<file path="src/rtl/nibble_serial_add_ctrl_pkg.sv">
`default_nettype none
// ============================================================================
//  Module      : nibble_serial_add_ctrl_pkg
//  Description : Shared types and constants for the nibble-serial 16-bit
//                add/subtract controller: FSM state encoding, datapath
//                widths and operation codes.
//  Revision    : 1.0 - initial release
// ============================================================================
package nibble_serial_add_ctrl_pkg;

    // Controller states; explicit 2-bit encoding.
    typedef enum logic [1:0] {
        IDLE = 2'd0,
        RUN  = 2'd1,
        DONE = 2'd2
    } state_t;

    localparam int WIDTH       = 16;
    localparam int NIBBLE      = 4;
    localparam int NUM_NIBBLES = 4;
    localparam int IDX_W       = $clog2(NUM_NIBBLES);

    localparam logic OP_ADD = 1'b0;
    localparam logic OP_SUB = 1'b1;

endpackage : nibble_serial_add_ctrl_pkg
`default_nettype wire

</file>
<file path="src/rtl/nibble_serial_add_ctrl_adder.sv">
`default_nettype none
// ============================================================================
//  Module      : nibble_adder_4bit
//  Description : Purely combinational 4-bit adder with carry-in. This is the
//                only arithmetic element of the serial controller.
//  Ports       : a[3:0], b[3:0] - addends
//                cin            - carry in
//                sum[3:0]       - a + b + cin (low 4 bits)
//                cout           - carry out of bit 3
//  Revision    : 1.0 - initial release
// ============================================================================
module nibble_adder_4bit
    import nibble_serial_add_ctrl_pkg::*;
(
    input  logic [NIBBLE-1:0] a,
    input  logic [NIBBLE-1:0] b,
    input  logic              cin,
    output logic [NIBBLE-1:0] sum,
    output logic              cout
);

    logic [NIBBLE:0] full;

    assign full = {1'b0, a} + {1'b0, b} + {{NIBBLE{1'b0}}, cin};
    assign sum  = full[NIBBLE-1:0];
    assign cout = full[NIBBLE];

endmodule : nibble_adder_4bit
`default_nettype wire

</file>
<file path="src/rtl/nibble_serial_add_ctrl.sv">
`default_nettype none
// ============================================================================
//  Module      : nibble_serial_add_ctrl
//  Description : 16-bit add/subtract computed one nibble per cycle through a
//                single 4-bit adder. Valid/ready handshake on both sides.
//                Accept (IDLE) -> 4 RUN cycles -> DONE, held until out_ready.
//  Ports       : clk, reset       - clock, synchronous active-high reset
//                in_valid/in_ready - operand handshake (ready only in IDLE)
//                op               - 0 = A+B, 1 = A-B
//                a, b             - 16-bit operands
//                out_valid/out_ready - result handshake (valid only in DONE)
//                result           - 16-bit sum/difference (wraps)
//                carry_out        - carry out of bit 15 (sub: 1 = no borrow)
//                overflow         - signed two's-complement overflow
//                zero             - result == 0
//  Revision    : 1.0 - initial release
// ============================================================================
module nibble_serial_add_ctrl
    import nibble_serial_add_ctrl_pkg::*;
(
    input  logic             clk,
    input  logic             reset,
    input  logic             in_valid,
    output logic             in_ready,
    input  logic             op,
    input  logic [WIDTH-1:0] a,
    input  logic [WIDTH-1:0] b,
    output logic             out_valid,
    input  logic             out_ready,
    output logic [WIDTH-1:0] result,
    output logic             carry_out,
    output logic             overflow,
    output logic             zero
);

    state_t             state_q, state_d;
    logic [WIDTH-1:0]   a_q, a_d;
    logic [WIDTH-1:0]   b_q, b_d;        // B' : b, or ~b when subtracting
    logic               carry_q, carry_d;
    logic [IDX_W-1:0]   idx_q, idx_d;
    logic [WIDTH-1:0]   result_q, result_d;
    logic               carry_out_q, carry_out_d;
    logic               overflow_q, overflow_d;
    logic               zero_q, zero_d;

    logic [NIBBLE-1:0]  nib_a;
    logic [NIBBLE-1:0]  nib_b;
    logic [NIBBLE-1:0]  nib_sum;
    logic               nib_cout;
    logic [3:0]         nib_base;

    // Bit offset of the current nibble (idx * 4).
    assign nib_base = {idx_q, 2'b00};
    assign nib_a    = a_q[nib_base +: NIBBLE];
    assign nib_b    = b_q[nib_base +: NIBBLE];

    nibble_adder_4bit u_adder (
        .a    (nib_a),
        .b    (nib_b),
        .cin  (carry_q),
        .sum  (nib_sum),
        .cout (nib_cout)
    );

    // ------------------------------------------------------------------
    // State / datapath registers
    // ------------------------------------------------------------------
    always_ff @(posedge clk) begin
        if (reset) begin
            state_q     <= IDLE;
            a_q         <= '0;
            b_q         <= '0;
            carry_q     <= 1'b0;
            idx_q       <= '0;
            result_q    <= '0;
            carry_out_q <= 1'b0;
            overflow_q  <= 1'b0;
            zero_q      <= 1'b0;
        end else begin
            state_q     <= state_d;
            a_q         <= a_d;
            b_q         <= b_d;
            carry_q     <= carry_d;
            idx_q       <= idx_d;
            result_q    <= result_d;
            carry_out_q <= carry_out_d;
            overflow_q  <= overflow_d;
            zero_q      <= zero_d;
        end
    end

    // ------------------------------------------------------------------
    // Next-state and datapath update
    // ------------------------------------------------------------------
    always_comb begin
        state_d     = state_q;
        a_d         = a_q;
        b_d         = b_q;
        carry_d     = carry_q;
        idx_d       = idx_q;
        result_d    = result_q;
        carry_out_d = carry_out_q;
        overflow_d  = overflow_q;
        zero_d      = zero_q;

        case (state_q)
            IDLE: begin
                if (in_valid) begin
                    // Subtraction is A + ~B + 1: the op bit is folded into
                    // the inverted operand and the initial carry, so it need
                    // not be kept separately.
                    a_d     = a;
                    b_d     = (op == OP_SUB) ? ~b : b;
                    carry_d = op;
                    idx_d   = '0;
                    state_d = RUN;
                end
            end

            RUN: begin
                result_d[nib_base +: NIBBLE] = nib_sum;
                carry_d = nib_cout;
                idx_d   = idx_q + 1'b1;
                if (idx_q == IDX_W'(NUM_NIBBLES - 1)) begin
                    // Flags are captured on the last nibble so they stay
                    // frozen together with the result while in DONE.
                    state_d     = DONE;
                    carry_out_d = nib_cout;
                    overflow_d  = (a_q[WIDTH-1] == b_q[WIDTH-1]) &&
                                  (nib_sum[NIBBLE-1] != a_q[WIDTH-1]);
                    zero_d      = (result_d == '0);
                end
            end

            DONE: begin
                if (out_ready) begin
                    state_d = IDLE;
                end
            end

            default: begin
                state_d = IDLE;
            end
        endcase
    end

    assign in_ready  = (state_q == IDLE);
    assign out_valid = (state_q == DONE);
    assign result    = result_q;
    assign carry_out = carry_out_q;
    assign overflow  = overflow_q;
    assign zero      = zero_q;

endmodule : nibble_serial_add_ctrl
`default_nettype wire

</file>
<file path="config.mk">
export PLATFORM = sky130hd
export DESIGN_NAME = nibble_serial_add_ctrl
export DESIGN_NICKNAME = d
export VERILOG_FILES = /design/src/rtl/nibble_serial_add_ctrl_pkg.sv /design/src/rtl/nibble_serial_add_ctrl_adder.sv /design/src/rtl/nibble_serial_add_ctrl.sv
export SDC_FILE = /design/constraint.sdc
export NUM_CORES = 1
export LEC_CHECK = 0
export CAP_MARGIN = 15
export CORE_MARGIN = 3
export CORE_UTILIZATION = 45
export CTS_CLUSTER_DIAMETER = 40
export DETAILED_ROUTE_END_ITERATION = 10
export GPL_ROUTABILITY_DRIVEN = 0
export PLACE_DENSITY = 0.74
export SYNTH_ARGS = -nofsm -noshare
export SYNTH_HDL_FRONTEND = slang
export SYNTH_SLANG_ARGS = --single-unit
export TNS_END_PERCENT = 1
</file>
<file path="constraint.sdc">
create_clock -name clk -period 2.64 [get_ports clk]
set_input_delay 0.396 -clock clk [delete_from_list [all_inputs] [get_ports clk]]
set_output_delay 0.396 -clock clk [all_outputs]
set_load 0.01 [all_outputs]
</file>
Figure 1. Routing congestion map.
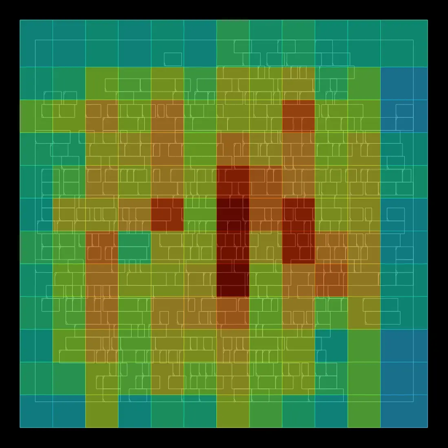
GR peak layer: met2
grt met3 use: 3.46%
WL/cell: 14.5 µm
met1 Use GR: 22.7%

Figure 2. Sequential cells grouped by signal name.
(3 px per µm)
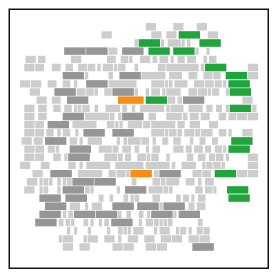
- orange: idx_q (flops 2)
- green: result (flops 16)

Figure 3. Clock network drawn from the DEF.
(4 px per µm)
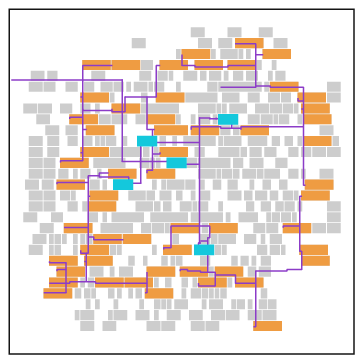
- cyan: clock drivers (count 5)
- orange: flip-flops (count 56)
- purple: clock wires (length 586 µm)
- routed clock nets: 6
- flops lie: widely spread

==> impl_metrics.env <==
# flow metrics
export IMPL_synth_top_flop_cell="dfxtp_1"
export IMPL_topCellsByArea="dfxtp_1 (39%), a211oi_1 (6.0%), nand2_1 (5.6%)"
export IMPL_final_cell_mix="clkdlybuf4s50_1 (56), dfxtp_1 (55), nand2_1 (43), nor2_1 (42), a21oi_1 (25)"
export IMPL_htree_num_levels=2
export IMPL_place_area_um2=3490
export IMPL_top_layer="met4"
export IMPL_final_hold_viol_count=0
export IMPL_crit_start="idx_q[0]$_SDFFE_PP0P_"
export IMPL_outcome="completed"
export IMPL_peakVddDrop_v=0.000283
export IMPL_grt_use_total_pct=18.1
export IMPL_initial_core_util_pct=47.3
export IMPL_power_per_cell_area_nw_per_um2=537
export IMPL_common_cells="dfxtp_1 (56), nand2_1 (43), nor2_1 (43)"
export IMPL_fin_util_pct=59.7
export IMPL_edf_count=0
export IMPL_dp_cells=439
export IMPL_vias=2437
export IMPL_fp_dieArea_um2=7360
export IMPL_io_pin_count=58
export IMPL_r2r_cells=9
## final cells by class
type	instances	area, µm²	share of cell area (%)
multi-input combinational	233	1620	44.6
tap	75	93.8	2.59
sequential	56	1120	31.1
timing repair buffer	68	648	17.9
inverter	7	26.3	0.726
clock buffer	5	68.8	1.90
clock inverter	3	42.5	1.18
## power groups by stage
| stage | Combinational [mW] | Sequential [mW] | Clock (mW) |
|---|---|---|---|
| 6_report | 0.451 | 0.937 | 0.556 |
| 4_1_cts | 0.446 | 0.938 | 0.567 |
| 2_1_floorplan | 0.297 | 0.949 | 0 |
| 5_1_grt | 0.497 | 0.944 | 0.599 |
| 3_5_place_dp | 0.442 | 0.958 | 0 |
| 3_3_place_gp | 0.432 | 0.955 | 0 |
Power and IR drop assume default switching activity.
